[src/rtl/fu_alg_pkg.sv]
// Shared aligner constants and types: field bounds of the 163-bit aligned addend,
// the ten-bit bypass/flip select vector and the ex2 addend-control record.
package fu_alg_pkg;

  localparam int FU_ALG_BYP_LO  = 0;
  localparam int FU_ALG_BYP_HI  = 52;
  localparam int FU_ALG_PHI_HI  = 98;
  localparam int FU_ALG_LOHI_HI = 130;
  localparam int FU_ALG_LO_HI   = 162;

  localparam int FU_ALG_SEL_W = 10;

  // Bit positions inside fu_alg_sel_t (MSB first, matching the struct order).
  localparam int SEL_BYP_POS  = 9;
  localparam int SEL_BYP_NEG  = 8;
  localparam int SEL_PAS_POS  = 7;
  localparam int SEL_PAS_NEG  = 6;
  localparam int SEL_HI_POS   = 5;
  localparam int SEL_HI_NEG   = 4;
  localparam int SEL_LOHI_POS = 3;
  localparam int SEL_LOHI_NEG = 2;
  localparam int SEL_LO_POS   = 1;
  localparam int SEL_LO_NEG   = 0;

  typedef struct packed {
    logic byp_pos;   // [0:52] shifter data, true
    logic byp_neg;   // [0:52] shifter data, complemented
    logic pas_pos;   // [0:52] pass fraction, true
    logic pas_neg;   // [0:52] pass fraction, complemented
    logic hi_pos;
    logic hi_neg;
    logic lohi_pos;
    logic lohi_neg;
    logic lo_pos;
    logic lo_neg;
  } fu_alg_sel_t;

  typedef struct packed {
    logic v;
    logic neg;
    logic byp;
    logic int_op;
    logic dw;
  } fu_alg_ex2_t;

  // True when a pos/neg pair collides or field [0:52] has more than one select.
  function automatic logic fu_alg_sel_bad(input fu_alg_sel_t s);
    logic pair_hit;
    logic [2:0] f0_cnt;
    pair_hit = (s.byp_pos & s.byp_neg) | (s.pas_pos & s.pas_neg) |
               (s.hi_pos & s.hi_neg) | (s.lohi_pos & s.lohi_neg) |
               (s.lo_pos & s.lo_neg);
    f0_cnt = {2'b00, s.byp_pos} + {2'b00, s.byp_neg} +
             {2'b00, s.pas_pos} + {2'b00, s.pas_neg};
    return pair_hit | (f0_cnt > 3'd1);
  endfunction

endpackage

[src/rtl/fu_alg_bypctl_if.sv]
// Addend-control bus between FU decode (master) and the bypass controller (slave).
interface fu_alg_bypctl_if;
  logic ex1_act;
  logic ex1_eff_sub;
  logic ex1_byp;
  logic ex1_int_op;
  logic ex1_int_dw;
  logic ex2_sh_ovf;
  logic ex_hold;
  logic ex2_flush;

  logic ex3_byp_sel_pos;
  logic ex3_byp_sel_neg;
  logic ex3_byp_sel_byp_pos;
  logic ex3_byp_sel_byp_neg;
  logic ex3_prd_sel_pos_hi;
  logic ex3_prd_sel_neg_hi;
  logic ex3_prd_sel_pos_lohi;
  logic ex3_prd_sel_neg_lohi;
  logic ex3_prd_sel_pos_lo;
  logic ex3_prd_sel_neg_lo;
  logic ex3_sel_err;

  modport master (
    output ex1_act, ex1_eff_sub, ex1_byp, ex1_int_op, ex1_int_dw,
           ex2_sh_ovf, ex_hold, ex2_flush,
    input  ex3_byp_sel_pos, ex3_byp_sel_neg, ex3_byp_sel_byp_pos, ex3_byp_sel_byp_neg,
           ex3_prd_sel_pos_hi, ex3_prd_sel_neg_hi, ex3_prd_sel_pos_lohi,
           ex3_prd_sel_neg_lohi, ex3_prd_sel_pos_lo, ex3_prd_sel_neg_lo, ex3_sel_err
  );

  modport slave (
    input  ex1_act, ex1_eff_sub, ex1_byp, ex1_int_op, ex1_int_dw,
           ex2_sh_ovf, ex_hold, ex2_flush,
    output ex3_byp_sel_pos, ex3_byp_sel_neg, ex3_byp_sel_byp_pos, ex3_byp_sel_byp_neg,
           ex3_prd_sel_pos_hi, ex3_prd_sel_neg_hi, ex3_prd_sel_pos_lohi,
           ex3_prd_sel_neg_lohi, ex3_prd_sel_pos_lo, ex3_prd_sel_neg_lo, ex3_sel_err
  );
endinterface

[src/rtl/fu_alg_bypctl_dec.sv]
// Combinational ex2 decode of the addend control record into the ten ex3 selects.
module fu_alg_bypctl_dec
  import fu_alg_pkg::*;
(
  input  fu_alg_ex2_t ex2_i,
  input  logic        sh_ovf_i,
  output fu_alg_sel_t sel_o
);

  logic pos;
  logic neg;
  logic byp2;

  assign pos  = ~ex2_i.neg;
  assign neg  = ex2_i.neg;
  // Shift overflow only matters for FP ops; integer ops never use the shifter range.
  assign byp2 = ex2_i.byp | sh_ovf_i;

  always_comb begin
    sel_o = '0;
    if (ex2_i.v) begin
      if (ex2_i.int_op) begin
        sel_o.lohi_pos = pos & ex2_i.dw;
        sel_o.lohi_neg = neg & ex2_i.dw;
        sel_o.lo_pos   = pos;
        sel_o.lo_neg   = neg;
      end else if (byp2) begin
        sel_o.pas_pos = pos;
        sel_o.pas_neg = neg;
      end else begin
        sel_o.byp_pos  = pos;
        sel_o.byp_neg  = neg;
        sel_o.hi_pos   = pos;
        sel_o.hi_neg   = neg;
        sel_o.lohi_pos = pos;
        sel_o.lohi_neg = neg;
        sel_o.lo_pos   = pos;
        sel_o.lo_neg   = neg;
      end
    end
  end

endmodule

[src/rtl/fu_alg_bypctl.sv]
// Aligner bypass/operand-flip control: ex1 decode -> ex2 record -> ex3 select registers.
// Optional one-hot checker on the ex3 selects: define FU_ALG_BYPCTL_CHK_EN.
module fu_alg_bypctl
  import fu_alg_pkg::*;
(
  input  logic nclk,
  input  logic rst_n,
  fu_alg_bypctl_if.slave bus
);

  fu_alg_ex2_t ex2_q, ex2_d;
  fu_alg_sel_t sel_q, sel_d;
  fu_alg_sel_t dec_sel;

  fu_alg_bypctl_dec u_dec (
    .ex2_i    (ex2_q),
    .sh_ovf_i (bus.ex2_sh_ovf),
    .sel_o    (dec_sel)
  );

  // Flush beats hold; under hold the ex1 op is dropped and must be re-presented.
  always_comb begin
    ex2_d = ex2_q;
    sel_d = sel_q;
    if (bus.ex2_flush) begin
      ex2_d = '0;
      sel_d = '0;
    end else if (!bus.ex_hold) begin
      ex2_d.v      = bus.ex1_act;
      ex2_d.neg    = bus.ex1_eff_sub;
      ex2_d.byp    = bus.ex1_byp;
      ex2_d.int_op = bus.ex1_int_op;
      ex2_d.dw     = bus.ex1_int_dw;
      sel_d        = dec_sel;
    end
  end

  always_ff @(posedge nclk or negedge rst_n) begin
    if (!rst_n) begin
      ex2_q <= '0;
      sel_q <= '0;
    end else begin
      ex2_q <= ex2_d;
      sel_q <= sel_d;
    end
  end

  assign bus.ex3_byp_sel_pos      = sel_q.byp_pos;
  assign bus.ex3_byp_sel_neg      = sel_q.byp_neg;
  assign bus.ex3_byp_sel_byp_pos  = sel_q.pas_pos;
  assign bus.ex3_byp_sel_byp_neg  = sel_q.pas_neg;
  assign bus.ex3_prd_sel_pos_hi   = sel_q.hi_pos;
  assign bus.ex3_prd_sel_neg_hi   = sel_q.hi_neg;
  assign bus.ex3_prd_sel_pos_lohi = sel_q.lohi_pos;
  assign bus.ex3_prd_sel_neg_lohi = sel_q.lohi_neg;
  assign bus.ex3_prd_sel_pos_lo   = sel_q.lo_pos;
  assign bus.ex3_prd_sel_neg_lo   = sel_q.lo_neg;

`ifdef FU_ALG_BYPCTL_CHK_EN
  logic err_q, err_d;

  // Sticky: once a bad select pattern is seen at ex3 it flags until reset (ex4 timing).
  always_comb begin
    err_d = err_q | fu_alg_sel_bad(sel_q);
  end

  always_ff @(posedge nclk or negedge rst_n) begin
    if (!rst_n) err_q <= 1'b0;
    else        err_q <= err_d;
  end

  assign bus.ex3_sel_err = err_q;
`else
  assign bus.ex3_sel_err = 1'b0;
`endif

endmodule

[src/flat_wrapper.sv]
// flat-port wrapper written by rule: the top's interface ports become plain ports
module fu_alg_bypctl_flat import fu_alg_pkg::*;
  (nclk, rst_n, bus_ex1_act, bus_ex1_eff_sub, bus_ex1_byp, bus_ex1_int_op, bus_ex1_int_dw, bus_ex2_sh_ovf, bus_ex_hold, bus_ex2_flush, bus_ex3_byp_sel_pos, bus_ex3_byp_sel_neg, bus_ex3_byp_sel_byp_pos, bus_ex3_byp_sel_byp_neg, bus_ex3_prd_sel_pos_hi, bus_ex3_prd_sel_neg_hi, bus_ex3_prd_sel_pos_lohi, bus_ex3_prd_sel_neg_lohi, bus_ex3_prd_sel_pos_lo, bus_ex3_prd_sel_neg_lo, bus_ex3_sel_err);
  fu_alg_bypctl_if bus_i ();
  input  logic nclk;
  input  logic rst_n;
  input wire logic [$bits(bus_i.ex1_act)-1:0] bus_ex1_act;
  input wire logic [$bits(bus_i.ex1_eff_sub)-1:0] bus_ex1_eff_sub;
  input wire logic [$bits(bus_i.ex1_byp)-1:0] bus_ex1_byp;
  input wire logic [$bits(bus_i.ex1_int_op)-1:0] bus_ex1_int_op;
  input wire logic [$bits(bus_i.ex1_int_dw)-1:0] bus_ex1_int_dw;
  input wire logic [$bits(bus_i.ex2_sh_ovf)-1:0] bus_ex2_sh_ovf;
  input wire logic [$bits(bus_i.ex_hold)-1:0] bus_ex_hold;
  input wire logic [$bits(bus_i.ex2_flush)-1:0] bus_ex2_flush;
  output wire logic [$bits(bus_i.ex3_byp_sel_pos)-1:0] bus_ex3_byp_sel_pos;
  output wire logic [$bits(bus_i.ex3_byp_sel_neg)-1:0] bus_ex3_byp_sel_neg;
  output wire logic [$bits(bus_i.ex3_byp_sel_byp_pos)-1:0] bus_ex3_byp_sel_byp_pos;
  output wire logic [$bits(bus_i.ex3_byp_sel_byp_neg)-1:0] bus_ex3_byp_sel_byp_neg;
  output wire logic [$bits(bus_i.ex3_prd_sel_pos_hi)-1:0] bus_ex3_prd_sel_pos_hi;
  output wire logic [$bits(bus_i.ex3_prd_sel_neg_hi)-1:0] bus_ex3_prd_sel_neg_hi;
  output wire logic [$bits(bus_i.ex3_prd_sel_pos_lohi)-1:0] bus_ex3_prd_sel_pos_lohi;
  output wire logic [$bits(bus_i.ex3_prd_sel_neg_lohi)-1:0] bus_ex3_prd_sel_neg_lohi;
  output wire logic [$bits(bus_i.ex3_prd_sel_pos_lo)-1:0] bus_ex3_prd_sel_pos_lo;
  output wire logic [$bits(bus_i.ex3_prd_sel_neg_lo)-1:0] bus_ex3_prd_sel_neg_lo;
  output wire logic [$bits(bus_i.ex3_sel_err)-1:0] bus_ex3_sel_err;
  assign bus_i.ex1_act = bus_ex1_act;
  assign bus_i.ex1_eff_sub = bus_ex1_eff_sub;
  assign bus_i.ex1_byp = bus_ex1_byp;
  assign bus_i.ex1_int_op = bus_ex1_int_op;
  assign bus_i.ex1_int_dw = bus_ex1_int_dw;
  assign bus_i.ex2_sh_ovf = bus_ex2_sh_ovf;
  assign bus_i.ex_hold = bus_ex_hold;
  assign bus_i.ex2_flush = bus_ex2_flush;
  assign bus_ex3_byp_sel_pos = bus_i.ex3_byp_sel_pos;
  assign bus_ex3_byp_sel_neg = bus_i.ex3_byp_sel_neg;
  assign bus_ex3_byp_sel_byp_pos = bus_i.ex3_byp_sel_byp_pos;
  assign bus_ex3_byp_sel_byp_neg = bus_i.ex3_byp_sel_byp_neg;
  assign bus_ex3_prd_sel_pos_hi = bus_i.ex3_prd_sel_pos_hi;
  assign bus_ex3_prd_sel_neg_hi = bus_i.ex3_prd_sel_neg_hi;
  assign bus_ex3_prd_sel_pos_lohi = bus_i.ex3_prd_sel_pos_lohi;
  assign bus_ex3_prd_sel_neg_lohi = bus_i.ex3_prd_sel_neg_lohi;
  assign bus_ex3_prd_sel_pos_lo = bus_i.ex3_prd_sel_pos_lo;
  assign bus_ex3_prd_sel_neg_lo = bus_i.ex3_prd_sel_neg_lo;
  assign bus_ex3_sel_err = bus_i.ex3_sel_err;
  fu_alg_bypctl u_core (.nclk(nclk), .rst_n(rst_n), .bus(bus_i));
endmodule
[config.mk]
export PLATFORM = sky130hd
export DESIGN_NAME = fu_alg_bypctl_flat
export DESIGN_NICKNAME = d
export VERILOG_FILES = /design/src/rtl/fu_alg_pkg.sv /design/src/rtl/fu_alg_bypctl_if.sv /design/src/rtl/fu_alg_bypctl_dec.sv /design/src/rtl/fu_alg_bypctl.sv /design/src/flat_wrapper.sv
export SDC_FILE = /design/constraint.sdc
export NUM_CORES = 1
export LEC_CHECK = 0
export CORE_UTILIZATION = 25
export CTS_CLUSTER_SIZE = 14
export DETAILED_ROUTE_END_ITERATION = 10
export PLACE_DENSITY = 0.5
export SLEW_MARGIN = 5
export SYNTH_ARGS = -nofsm -noshare
export SYNTH_HDL_FRONTEND = slang
export SYNTH_HIERARCHICAL = 1
export SYNTH_SLANG_ARGS = --single-unit
[constraint.sdc]
create_clock -name nclk -period 3.6 [get_ports nclk]
set_clock_uncertainty 0.1 [all_clocks]
set_input_delay 0.54 -clock nclk [delete_from_list [all_inputs] [get_ports nclk]]
set_output_delay 0.54 -clock nclk [all_outputs]
set_load 0.01 [all_outputs]
Figure 1. Met3 routing.
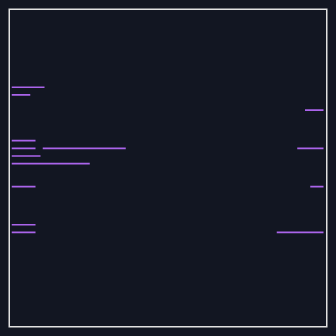
The layer carries 78.4 um of wire. 13 nets have wire on it. The layer holds 6.2% of the routed length.

Figure 2. Signal metal coverage by tile.
The die is cut into 11 by 11 equal tiles; black is low, pale yellow is high, scaled to the fullest tile. Values are wire area over tile area, all layers added.
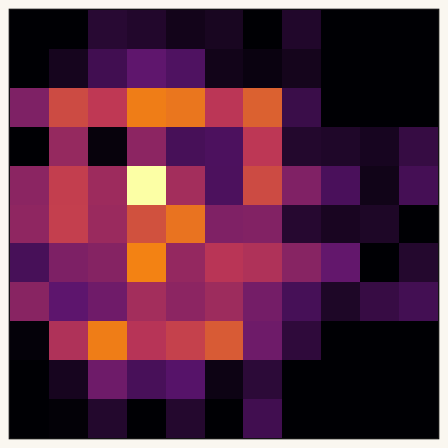
The fullest tile reaches 0.29. 12% of the tiles are over half the peak. The mean over all tiles is 0.064. 28% of the tiles are nearly empty.

Figure 3. Placement density heat map.
The die is cut into 11 by 11 equal tiles; black is low, pale yellow is high, 0 to 100% covered.
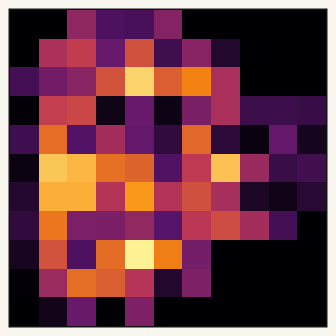
6.6% of the tiles are over 75% full. 27% of the tiles are nearly empty. The mean over all tiles is 28%. The fullest tile reaches 97%. The emptiest ninth of the die: lower right.

Figure 4. Cell placement.
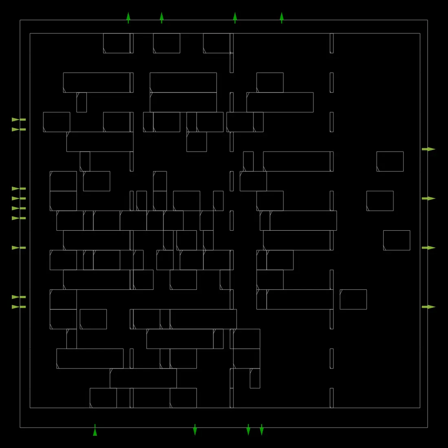
row count: 19
core area: 2780 um2
Layout Cells excl Fill: 115
sequential fraction of total cell area: 0.402
Fillers: 284

Figure 5. Port wiring.
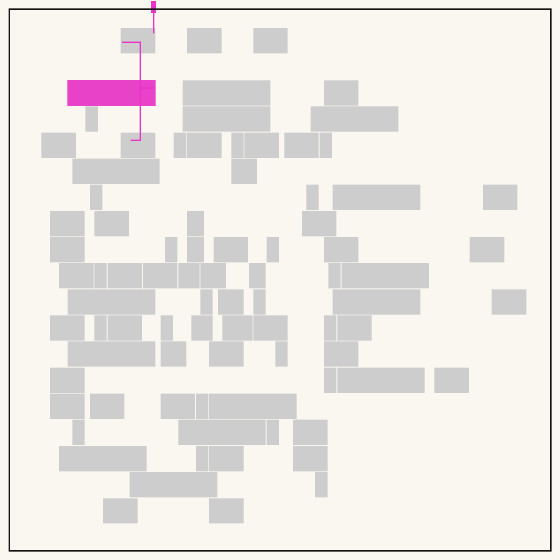
Magenta marks `bus_ex3_prd_sel_neg_lohi`, bits 1, direction output, edge top, end cells 1, buffers 1, wire 16.4 um.

==> run_results.csv <==
group,metric,value,unit
setup_path,worstSetupEndpoint,"u_core/bus.ex3_byp_sel_byp_pos",
placement,post-place-ws,1.43,ns
clock_network,cts_hold_buf,0,
detailed_routing,drtIter0Drc,7,
setup_path,critPathLaunch,"bus_ex_hold",
synth,fp_nets,77,
synth,syn_avg_cell_area,11.0,um2
detailed_routing,route.vias.total,512,
timing,slew_headroom,0.425,
synth,synthCells,67,
placement,place_congestion,0.720,
global_route,grt_max_degree,16,
setup_path,path_buffers,1,
floorplanning,die-area,3160,um2
power,switchingPower,72.5,uW
cells_and_area,largest_reg_flops,5,
synth,xor_area_frac,0,
timing,hold_violations,0,
power,pg_seq,177,uW
global_route,grt_util_met3,0.0279,
cells_and_area,buffers_excl_clock,19,
synth,synth_adder_area_share,0,
cells_and_area,drive_gt1_frac,0.0714,
setup_path,path_max_fanout,15,
power,power_leader,"registers",
timing,worstMarginPinSlew,0.860,ns
global_route,gr-total-overflow,0,
timing,setup_violations,0,
power,p_int,236,uW
setup_path,critical_path_class,"in2reg",
synth,top_cell_area_share,0.510,
worst_hold_path,hold_depth,2,
cells_and_area,finalInstanceArea,933,um2
clock_network,cts_tree,"built",
worst_hold_path,hp-start,"u_core/bus.ex3_prd_sel_pos_lo",
worst_hold_path,worstHoldEndpoint,"u_core/bus.ex3_prd_sel_pos_lo",
setup_path,crit_chain,"clkdlybuf4s50_1 -> mux2i_1 -> nor2_1",
run,warnings,26,
floorplanning,die_x,56.2,um
clock_network,htree_levels,1,
cells_and_area,clkbuf_count,4,
clock_network,ctsRootBufferMaster,"clkbuf_4",
cells_and_area,n_antenna_cell,0,
clock_network,clock_latency,0.27,ns
setup_path,reg2reg_slack,2.22,ns
synth,ys_sh_mux,0.204,
setup_path,arrival,1.90,ns
power,powerDensity,330,nW/um2
power,switching_share,0.235,
cells_and_area,logic_area,303,um2
placement,dpl_cell_area,907,um2
worst_hold_path,hp-class,"reg2reg",
synth,largest_area_cell,"dfrtp_1",
power,clock_power,93.2,uW
cells_and_area,buffer_area_frac,0.204,
synth,ys_warn_count,6,
clock_network,clockBufferDepth,2,
setup_path,r2r-end,"u_core/bus.ex3_byp_sel_pos",
detailed_routing,drt-met1-wl,565,um
synth,yosysChipArea,736,um2
synth,yosysMostFrequentCell,"nor2_1",
synth,ys_sh_simple,0.162,
cells_and_area,flop-count,15,
global_route,grt_pass1_vias,517,
synth,synth-edff-count,0,
detailed_routing,wl_met2,611,um
cells_and_area,regArea,375,um2
synth,compound_area_frac,0.0408,
timing,rsz0062_at_grt,"no",
setup_path,worstReg2RegStart,"u_core/ex2_q[1]",
synth,top_logic_kind,"multiplexers",
synth,ys_top_cells_by_area,"dfrtp_1, mux2i_1, nor2_1",
cells_and_area,nNonClkInverters,0,
detailed_routing,drc,0,
power,vdd_drop_max,0.000178,V
cells_and_area,dominant_cells,"registers",
cells_and_area,final_layout_top_logic_cells,"clkdlybuf4s50_1, nor2_1, mux2i_1, dfrtp_1, clkbuf_4",
global_route,grt-busiest-layer,"met2",
synth,synthArstFlopShare,1.00,
timing,fin_ws,1.74,ns
detailed_routing,drt_wl_total,1270,um
synth,yosys.stat.seqShare,0.510,
timing,holdWs,0.432,ns
synth,ys_ff,15,
timing,period_used_share,0.516,
power,p_comb_frac,0.123,
setup_path,r2r_cells,4,
power,p_seq_frac,0.575,
detailed_routing,first_pass_iters,4,
cells_and_area,clkCellAreaFrac,0.0282,
detailed_routing,routedWlPerCell,11.0,um
power,p_total,308,uW
clock_network,postCtsSetupBuffers,0,
clock_network,cts_sinks,15,
synth,synthTopCellsByCount,"nor2_1, dfrtp_1, mux2i_1, buf_4",
placement,portBuffers,19,
timing,fin_tns_setup,0,ns
synth,ys_cells,67,
synth,synthFlopType,"dfrtp_1",
global_route,grt_pass1_wl,2290,um
floorplanning,fp-utilization,0.265,
global_route,antenna_found_initial,0,
cells_and_area,final_util,0.336,
floorplanning,die_y,56.2,um
power,pg_comb,37.8,uW
timing,slew_violations,0,
cells_and_area,syn2layout_area_growth,26.9,%
timing,fmax,539,MHz
placement,placedCellCount,111,
cells_and_area,lay_top_count,"clkdlybuf4s50_1",
placement,dp_hpwl,962,um
floorplanning,taps,31,
setup_path,cp_num_cells,3,
clock_network,cts_resized,0,
setup_path,cpPeakStageDelay,1.03,ns
setup_path,cp.required,3.64,ns
detailed_routing,via_per_inst,4.45,
detailed_routing,wl_met3,78,um
detailed_routing,maxUsedRoutingLayer,"met4",
setup_path,worstSetupStartpointType,"input pin",
setup_path,slowest_stage,"clkdlybuf4s50_1",
setup_path,crit_path_end_kind,"flop",
global_route,grtUsageTotal,0.0934,
status,outcome,"finished clean",
run,maxCapViolCount,0,
floorplanning,io_pins,21,
synth,ys_types,17,
power,total_leakage_power,0.432,nW
cells_and_area,comb_area_frac,0.324,
global_route,met2_usage,0.155,
cells_and_area,fin_nets,95,
global_route,met1_usage,0.107,
detailed_routing,antenna_left,0,
cells_and_area,comb_cells,46,
timing,period_minus_slack,1.86,ns
setup_path,crit_family,"buffers and inverters",
clock_network,clkSlewWorstSetupHoldPaths,0.08,ns
Power and IR drop assume default switching activity.
